File: src/rtl/alu_issue.sv
// Issue stage: decodes an RV32I instruction into ALU operands and control, then
// queues it in a two-entry skid buffer so the ALU can stall without a ready path to decode.
`timescale 1ns/1ps

package alu_pkg;
  typedef logic [31:0] data_t;
  typedef enum logic [3:0] {
    ALU_ADD, ALU_SUB, ALU_SLL, ALU_SLT, ALU_SLTU,
    ALU_XOR, ALU_SRL, ALU_SRA, ALU_OR,  ALU_AND
  } alu_op_e;
endpackage

module alu_issue
  import alu_pkg::*;
(
  input  logic    clk_i,
  input  logic    rst_ni,
  input  logic    flush_i,
  input  logic    in_valid_i,
  output logic    in_ready_o,
  input  logic [31:0] instr_i,
  input  data_t   pc_i,
  input  data_t   rs1_data_i,
  input  data_t   rs2_data_i,
  output logic    out_valid_o,
  input  logic    out_ready_i,
  output data_t   a_o,
  output data_t   b_o,
  output alu_op_e alu_op_o,
  output logic [4:0] rd_o,
  output logic    rd_we_o,
  output logic    branch_o,
  output logic    taken_on_zero_o,
  output logic    illegal_o
);

  typedef struct packed {
    data_t      a;
    data_t      b;
    alu_op_e    op;
    logic [4:0] rd;
    logic       rd_we;
    logic       branch;
    logic       tz;
    logic       illegal;
  } entry_t;

  typedef enum logic [1:0] {EMPTY, ONE, FULL} state_e;

  localparam logic [6:0] OPC_OP     = 7'b0110011;
  localparam logic [6:0] OPC_OP_IMM = 7'b0010011;
  localparam logic [6:0] OPC_LUI    = 7'b0110111;
  localparam logic [6:0] OPC_AUIPC  = 7'b0010111;
  localparam logic [6:0] OPC_BRANCH = 7'b1100011;

  logic [6:0]         opcode;
  logic [2:0]         funct3;
  logic [6:0]         funct7;
  logic signed [31:0] imm_i;
  data_t              imm_u;
  data_t              shamt;
  entry_t             dec_p0;
  logic               legal;

  assign opcode = instr_i[6:0];
  assign funct3 = instr_i[14:12];
  assign funct7 = instr_i[31:25];
  assign imm_i  = {{20{instr_i[31]}}, instr_i[31:20]};
  assign imm_u  = {instr_i[31:12], 12'b0};
  assign shamt  = {27'b0, instr_i[24:20]};

  // Stage p0: combinational decode of the incoming instruction
  always_comb begin
    dec_p0    = '0;
    dec_p0.op = ALU_ADD;
    legal     = 1'b0;
    case (opcode)
      OPC_OP: begin
        dec_p0.a = rs1_data_i;
        dec_p0.b = rs2_data_i;
        legal    = 1'b1;
        if (funct7 == 7'b0000000) begin
          case (funct3)
            3'b000:  dec_p0.op = ALU_ADD;
            3'b001:  dec_p0.op = ALU_SLL;
            3'b010:  dec_p0.op = ALU_SLT;
            3'b011:  dec_p0.op = ALU_SLTU;
            3'b100:  dec_p0.op = ALU_XOR;
            3'b101:  dec_p0.op = ALU_SRL;
            3'b110:  dec_p0.op = ALU_OR;
            default: dec_p0.op = ALU_AND;
          endcase
        end else if (funct7 == 7'b0100000 && funct3 == 3'b000) begin
          dec_p0.op = ALU_SUB;
        end else if (funct7 == 7'b0100000 && funct3 == 3'b101) begin
          dec_p0.op = ALU_SRA;
        end else begin
          legal = 1'b0;
        end
      end
      OPC_OP_IMM: begin
        dec_p0.a = rs1_data_i;
        dec_p0.b = data_t'(imm_i);
        legal    = 1'b1;
        case (funct3)
          3'b000: dec_p0.op = ALU_ADD;
          3'b010: dec_p0.op = ALU_SLT;
          3'b011: dec_p0.op = ALU_SLTU;
          3'b100: dec_p0.op = ALU_XOR;
          3'b110: dec_p0.op = ALU_OR;
          3'b111: dec_p0.op = ALU_AND;
          3'b001: begin
            dec_p0.op = ALU_SLL;
            dec_p0.b  = shamt;
            legal     = (funct7 == 7'b0000000);
          end
          default: begin
            dec_p0.b = shamt;
            if (funct7 == 7'b0000000)      dec_p0.op = ALU_SRL;
            else if (funct7 == 7'b0100000) dec_p0.op = ALU_SRA;
            else                           legal     = 1'b0;
          end
        endcase
      end
      OPC_LUI: begin
        dec_p0.b = imm_u;
        legal    = 1'b1;
      end
      OPC_AUIPC: begin
        dec_p0.a = pc_i;
        dec_p0.b = imm_u;
        legal    = 1'b1;
      end
      OPC_BRANCH: begin
        dec_p0.a      = rs1_data_i;
        dec_p0.b      = rs2_data_i;
        dec_p0.branch = 1'b1;
        legal         = 1'b1;
        // Each compare reduces to an ALU result tested against zero
        case (funct3)
          3'b000: begin dec_p0.op = ALU_SUB;  dec_p0.tz = 1'b1; end
          3'b001: begin dec_p0.op = ALU_SUB;  dec_p0.tz = 1'b0; end
          3'b100: begin dec_p0.op = ALU_SLT;  dec_p0.tz = 1'b0; end
          3'b101: begin dec_p0.op = ALU_SLT;  dec_p0.tz = 1'b1; end
          3'b110: begin dec_p0.op = ALU_SLTU; dec_p0.tz = 1'b0; end
          3'b111: begin dec_p0.op = ALU_SLTU; dec_p0.tz = 1'b1; end
          default: legal = 1'b0;
        endcase
      end
      default: legal = 1'b0;
    endcase

    if (legal && !dec_p0.branch) begin
      dec_p0.rd    = instr_i[11:7];
      dec_p0.rd_we = 1'b1;
    end
    if (!legal) begin
      dec_p0         = '0;
      dec_p0.op      = ALU_ADD;
      dec_p0.illegal = 1'b1;
    end
  end

  state_e state_q, state_d;
  entry_t main_p1, skid_p1;
  logic   accept, fire;
  logic   load_main, main_from_skid, load_skid;

  assign in_ready_o  = (state_q != FULL);
  assign out_valid_o = (state_q != EMPTY);
  assign accept      = in_valid_i & in_ready_o;
  assign fire        = out_valid_o & out_ready_i;

  always_comb begin
    state_d        = state_q;
    load_main      = 1'b0;
    main_from_skid = 1'b0;
    load_skid      = 1'b0;
    if (flush_i) begin
      state_d = EMPTY;
    end else begin
      case (state_q)
        EMPTY: begin
          if (accept) begin
            state_d   = ONE;
            load_main = 1'b1;
          end
        end
        ONE: begin
          if (accept && fire) begin
            load_main = 1'b1;
          end else if (accept) begin
            state_d   = FULL;
            load_skid = 1'b1;
          end else if (fire) begin
            state_d = EMPTY;
          end
        end
        default: begin
          if (fire) begin
            state_d        = ONE;
            load_main      = 1'b1;
            main_from_skid = 1'b1;
          end
        end
      endcase
    end
  end

  always_ff @(posedge clk_i or negedge rst_ni) begin
    if (!rst_ni) state_q <= EMPTY;
    else         state_q <= state_d;
  end

  // Stage p1: main entry drives the ALU, skid holds the overflow entry
  always_ff @(posedge clk_i or negedge rst_ni) begin
    if (!rst_ni) begin
      main_p1 <= '0;
      skid_p1 <= '0;
    end else begin
      if (load_main) main_p1 <= main_from_skid ? skid_p1 : dec_p0;
      if (load_skid) skid_p1 <= dec_p0;
    end
  end

  assign a_o             = main_p1.a;
  assign b_o             = main_p1.b;
  assign alu_op_o        = main_p1.op;
  assign rd_o            = main_p1.rd;
  assign rd_we_o         = main_p1.rd_we;
  assign branch_o        = main_p1.branch;
  assign taken_on_zero_o = main_p1.tz;
  assign illegal_o       = main_p1.illegal;

endmodule

File: config.mk
export PLATFORM = sky130hd
export DESIGN_NAME = alu_issue
export DESIGN_NICKNAME = d
export VERILOG_FILES = /design/src/rtl/alu_issue.sv
export SDC_FILE = /design/constraint.sdc
export NUM_CORES = 1
export LEC_CHECK = 0
export CAP_MARGIN = 40
export CORE_MARGIN = 2
export CORE_UTILIZATION = 45
export DETAILED_ROUTE_END_ITERATION = 10
export DONT_BUFFER_PORTS = 1
export GPL_ROUTABILITY_DRIVEN = 0
export GPL_TIMING_DRIVEN = 1
export MAX_ROUTING_LAYER = met4
export PLACE_DENSITY = 0.63
export SLEW_MARGIN = 20
export SYNTH_ARGS = -nofsm -noshare
export SYNTH_HDL_FRONTEND = slang
export SYNTH_SLANG_ARGS = --single-unit
File: constraint.sdc
create_clock -name clk_i -period 2.4 [get_ports clk_i]
set_input_delay 0.6 -clock clk_i [delete_from_list [all_inputs] [get_ports clk_i]]
set_output_delay 0.6 -clock clk_i [all_outputs]
set_load 0.005 [all_outputs]
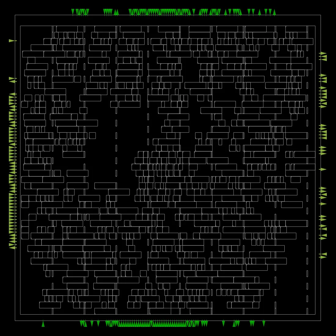
final_placement.png
Util after Layout: 0.527
sequential cells: 156

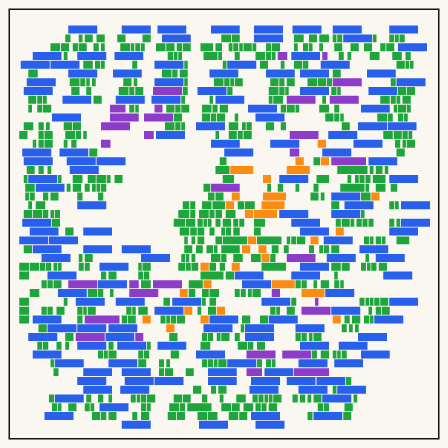
cell_classes.png
color	class	cells
orange	other buffers and delay cells	31
blue	flip-flops	156
purple	clock drivers and dummy loads	32
green	all other logic	542
CORE AREA: 16000 um^2
FP Rows: 46
sequential cell area share: 0.463
post-route cell area: 8440 um^2

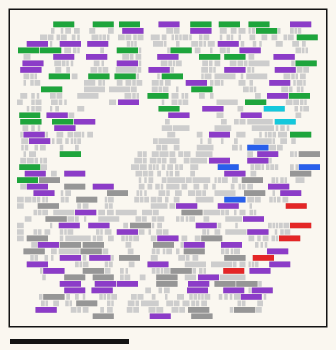
registers.png
The bar under the picture is 50 um long. Other sequential cells in the stronger gray, the rest of the logic in the fainter gray.
color	name in the netlist	flops
red	rd_o	5
green	a_o	32
cyan	state_q	2
purple	skid_p1	77
blue	alu_op_o	4
not colored	36
Seq group: 2.95 mW
Sequential cell area: 3900 um^2

==> results.py <==
# Synthesis and PnR figures
metrics = {
    "route": {
        "drc": 0,
        "route.met3.wl_mm": 1.81,
        "topRoutingLayerUsed": "met4",
        "routed_wl_mm": 21.4,
    },
    "layout": {
        "fill_cells": 1472,
        "final_cell_mix": "156 x dfrtp_1, 94 x nand2_1, 84 x a22oi_1, 63 x o21ai_1, 55 x o21ai_0",
        "area_growth_pct": 13.5,
        "comb_area_frac": 0.392,
    },
    "critical_path": {
        "arrival_ps": 2290,
        "critPathKind": "register to register",
        "cp_common_cell": "nor2_1",
        "r2r-end": "a_o[28]",
        "required_ps": 2760,
    },
    "grt": {
        "gr-usage-all-layers": 0.249,
        "overflow": 0,
        "grtUsageMet1": 0.323,
    },
    "outcome": {
        "status": "finished with violations",
        "violations": "negative hold slack",
    },
    "sta": {
        "report.final.slew_viol_count": 0,
        "finalHoldViolations": 156,
        "whs_ps": -124,
    },
    "clocking": {
        "cts.path.max_buffers": 2,
        "cts_buffers": 17,
    },
    "synth": {
        "edf_count": 0,
        "adder_share": 0,
    },
}
## critical path, delay by kind of cell, from the launching register on
kind / cells / cell delay (ps)
DFF: 1 / 490
and+or+nand+nor: 2 / 550
AOI/OAI and AO/OA: 3 / 600
buffers and inverters: 1 / 210
## cell usage after synthesis, types with 3 or more instances
| cell | n | share of area |
|---|---|---|
| a31o_2 | 28 | 0.033 |
| buf_4 | 6 | 0.0061 |
| a22oi_1 | 84 | 0.085 |
| o21ai_1 | 63 | 0.042 |
| nand2b_1 | 8 | 0.0067 |
| nand3_1 | 4 | 0.0027 |
| o31ai_1 | 3 | 0.0030 |
| buf_1 | 3 | 0.0015 |
| dfrtp_1 | 156 | 0.52 |
| buf_2 | 8 | 0.0054 |
| a31o_1 | 4 | 0.0047 |
| o21ai_0 | 55 | 0.037 |
| a21oi_1 | 43 | 0.029 |
| clkbuf_1 | 49 | 0.025 |
| nand2_1 | 94 | 0.047 |
| nor2_1 | 39 | 0.020 |
| nor2b_1 | 3 | 0.0025 |
| a21o_1 | 33 | 0.033 |
| a221oi_1 | 21 | 0.025 |
| a31oi_1 | 4 | 0.0034 |
| inv_1 | 5 | 0.0025 |
| nor3_1 | 8 | 0.0054 |
## through the flow
step	setup slack (ps)	instance area [um^2]	util	power, mW
finish	461	8440	0.527	6.30
detailed placement	101	7820	0.489	3.55
floorplan	233	7440	-	3.43
global placement	186	7820	0.489	3.51
global route	314	8440	0.527	6.57
CTS	441	8440	0.527	6.35
## power by group through the flow
stage	logic, mW	clock network [mW]	registers [mW]
4_1_cts	0.555	2.85	2.95
3_5_place_dp	0.553	0	3.00
3_3_place_gp	0.526	0	2.98
5_1_grt	0.621	2.98	2.97
2_1_floorplan	0.460	0	2.97
6_report	0.553	2.79	2.95
Power is estimated from default activity; no workload was simulated.
